--- src/rtl/fifo_drain_control.sv ---
// Read-side drain controller for the per-lane input FIFOs: skewed (systolic) read enables + aligned valids.
// Optional build macro STALL_COUNTER_EN adds a saturating stall_cycles output.

module fifo_drain_lane #(
    parameter int LANE = 0,
    parameter int TW   = 17,
    parameter int LW   = 16
) (
    input  logic [TW-1:0] t_i,
    input  logic [LW-1:0] len_i,
    output logic          need_o
);
    localparam logic [TW-1:0] K = TW'(LANE);

    logic [TW-1:0] end_w;

    // Lane k is active for steps k .. k+len-1; TW is one bit wider than len so this cannot wrap.
    assign end_w  = K + TW'(len_i);
    assign need_o = (t_i >= K) && (t_i < end_w);
endmodule

module fifo_drain_control #(
    parameter int array_size    = 9,
    parameter int dim_data_size = 8
) (
    input  logic                     clk,
    input  logic                     reset,
    input  logic                     start,
    input  logic                     enable,
    input  logic [array_size-1:0]    fifo_empty,
    input  logic [dim_data_size-1:0] weight_size,
    input  logic [dim_data_size-1:0] image_height,
    input  logic [dim_data_size-1:0] image_width,
    output logic [array_size-1:0]    read_enable_out,
    output logic [array_size-1:0]    valid_out,
    output logic                     busy,
    output logic                     completed,
`ifdef STALL_COUNTER_EN
    output logic [15:0]              stall_cycles,
`endif
    output logic [2:0]               state
);
    localparam int LW = 2 * dim_data_size;
    localparam int TW = 2 * dim_data_size + 1;

    typedef enum logic [2:0] {
        IDLE = 3'b000,
        CALC = 3'b001,
        RUN  = 3'b010,
        DONE = 3'b011
    } state_t;

    state_t                state_q, state_d;
    logic [TW-1:0]         t_q, t_d;
    logic [LW-1:0]         len_q, len_d;
    logic [array_size-1:0] valid_q;
    logic [array_size-1:0] need;
    logic [LW-1:0]         rows_w, cols_w, calc_len;
    logic [TW-1:0]         last_step;
    logic                  dims_ok, go;
    logic                  stall_inc, stall_clr;

    for (genvar k = 0; k < array_size; k++) begin : g_lane
        fifo_drain_lane #(.LANE(k), .TW(TW), .LW(LW)) u_lane (
            .t_i    (t_q),
            .len_i  (len_q),
            .need_o (need[k])
        );
    end

    assign dims_ok   = (weight_size != '0) && (weight_size <= image_height)
                       && (weight_size <= image_width);
    assign rows_w    = LW'(image_height) - LW'(weight_size) + LW'(1);
    assign cols_w    = LW'(image_width) - LW'(weight_size) + LW'(1);
    assign calc_len  = rows_w * cols_w;
    assign last_step = TW'(len_q) + TW'(array_size - 2);
    // A single empty needed lane holds every lane, keeping the diagonal skew intact.
    assign go        = enable && (state_q == RUN) && ((need & fifo_empty) == '0);

    always_comb begin
        state_d         = state_q;
        t_d             = t_q;
        len_d           = len_q;
        read_enable_out = '0;
        stall_inc       = 1'b0;
        stall_clr       = 1'b0;
        if (enable) begin
            case (state_q)
                IDLE, DONE: begin
                    if (start) begin
                        state_d   = CALC;
                        stall_clr = 1'b1;
                    end
                end
                CALC: begin
                    if (dims_ok) begin
                        len_d   = calc_len;
                        t_d     = '0;
                        state_d = RUN;
                    end else begin
                        len_d   = '0;
                        state_d = DONE;
                    end
                end
                RUN: begin
                    if (go) begin
                        read_enable_out = need;
                        t_d             = t_q + TW'(1);
                        if (t_q == last_step) state_d = DONE;
                    end else begin
                        stall_inc = 1'b1;
                    end
                end
                default: state_d = IDLE;
            endcase
        end
    end

    always_ff @(posedge clk or posedge reset) begin
        if (reset) begin
            state_q <= IDLE;
            t_q     <= '0;
            len_q   <= '0;
            valid_q <= '0;
        end else begin
            state_q <= state_d;
            t_q     <= t_d;
            len_q   <= len_d;
            // FIFO data appears one cycle after the read; enable=0 already forces the read to 0.
            valid_q <= read_enable_out;
        end
    end

`ifdef STALL_COUNTER_EN
    logic [15:0] stall_q;

    always_ff @(posedge clk or posedge reset) begin
        if (reset)                               stall_q <= '0;
        else if (stall_clr)                      stall_q <= '0;
        else if (stall_inc && stall_q != 16'hFFFF) stall_q <= stall_q + 16'd1;
    end

    assign stall_cycles = stall_q;
`endif

    assign valid_out = valid_q;
    assign busy      = (state_q == CALC) || (state_q == RUN);
    assign completed = (state_q == DONE);
    assign state     = state_q;
endmodule

--- config.mk ---
export PLATFORM = sky130hd
export DESIGN_NAME = fifo_drain_control
export DESIGN_NICKNAME = d
export VERILOG_FILES = /design/src/rtl/fifo_drain_control.sv
export SDC_FILE = /design/constraint.sdc
export NUM_CORES = 1
export LEC_CHECK = 0
export CORE_MARGIN = 4
export CORE_UTILIZATION = 35
export CTS_BUF_LIST = sky130_fd_sc_hd__clkbuf_4 sky130_fd_sc_hd__clkbuf_8 sky130_fd_sc_hd__clkbuf_16
export DETAILED_ROUTE_END_ITERATION = 6
export GPL_ROUTABILITY_DRIVEN = 0
export HOLD_SLACK_MARGIN = 0.1
export PLACE_DENSITY = 0.57
export REMOVE_ABC_BUFFERS = 1
export SYNTH_ARGS = -nofsm -noshare
export SYNTH_HDL_FRONTEND = slang
export SYNTH_SLANG_ARGS = --single-unit
--- constraint.sdc ---
create_clock -name clk -period 8.46 [get_ports clk]
set_input_delay 0.846 -clock clk [delete_from_list [all_inputs] [get_ports clk]]
set_output_delay 0.846 -clock clk [all_outputs]
set_load 0.01 [all_outputs]
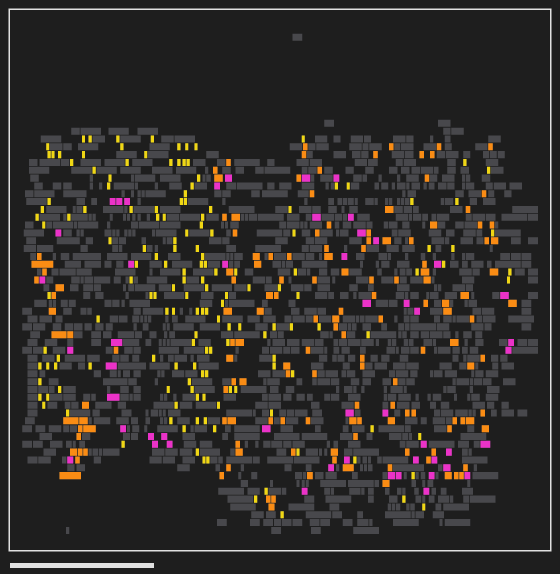
*Gate families picked out*
The bar under the picture is 50 microns long.
family	color	cells
inv cells	yellow	156
and/or cells	magenta	50
aoi and oai cells	orange	145
Final Non-Filler Cells: 1829
Top cell excl fill/tap: ha_1

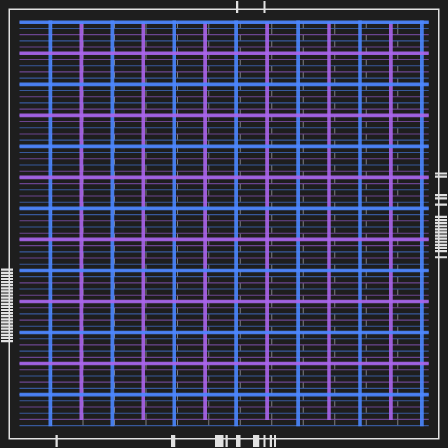
*Floorplan with the power grid*
Pins as bars on the die edge. Tap cells in gray.
net	color
VDD	purple
VSS	blue
met1 rails	66
tap cells	402
met4 straps	13

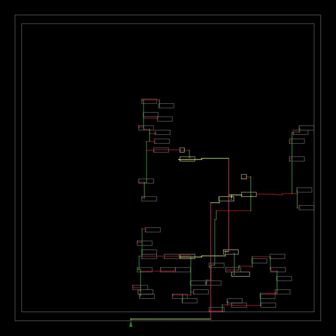
*Clock wiring as the flow saved it*
clk_lat worst skew: 0.30 ns
TritonCTS buffer count: 5
total clock sinks: 44

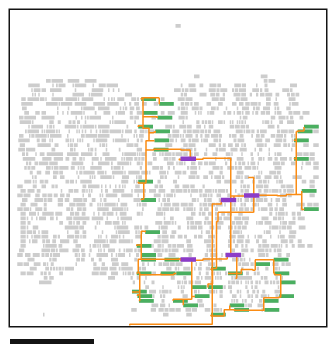
*Clock network drawn from the DEF*
The bar under the picture is 50 microns long.
[clock wires] orange | length: 871 microns
[flip-flops] green | count: 44
[clock drivers] purple | count: 5
routed clock nets	6
final setup skew: 0.0104 ns

==> out/metrics.cfg <==
[run_status]
status = complete, no violations

[final_timing]
timing.hold.ws_ns = 0.621
fin_ws_ns = 0.407
period_needed_ns = 8.05

[cells_and_area]
drive_above_1_share = 0.0792
seq_cell_count = 44
fillers = 3252
seqCellArea_sq_mm = 0.00110
comb_area_frac = 0.740
buffers_excl_clock = 108
seq_area_frac = 0.0862

[worst_setup_path]
critPathKind = in2reg
cpMaxStageDelayCell = fa_1
max_stage_delay_ns = 0.55
crit_family = adder cells
crit_path_max_fanout = 4

[logic_synthesis]
avgSynthCellArea_sq_um = 8.37
top_area_frac = 0.237

[detailed_routing]
drt-total-wl_mm = 32.7
ant_nets = 0
highest_layer = met4
firstDrtPassIters = 5
met1_length_mm = 13.8

[clocking]
post_cts_buffers = 0
postCtsHoldBufs = 0
root_buffer = clkbuf_16

[floorplanning]
rows = 65
fp-utilization = 0.356

[job]
openroad.warnings = 40

[registers in the layout (all words and copies together) (netlist names)]
| signal | count |
|---|---|
| len_q | 16 |
| t_q | 17 |
| valid_out | 9 |
| state | 2 |
[through the flow]
step | instance area [sq um] | util
2_1_floorplan | 11100 | -
3_3_place_gp | 12600 | 0.397
3_5_place_dp | 12600 | 0.397
4_1_cts | 12800 | 0.402
5_1_grt | 12800 | 0.403
6_report | 12800 | 0.403
[cells by family after synthesis]
| logic type | share of synthesized area |
|---|---|
| DFF | 0.0975 |
| xor gates and xnor gates | 0.133 |
| and+or+nand+nor | 0.196 |
| AOI/OAI and AO/OA | 0.136 |
| buffers and inverters | 0.0667 |
| muxes | 0.00798 |
| adders and majority gates | 0.363 |
| other | 0.000332 |
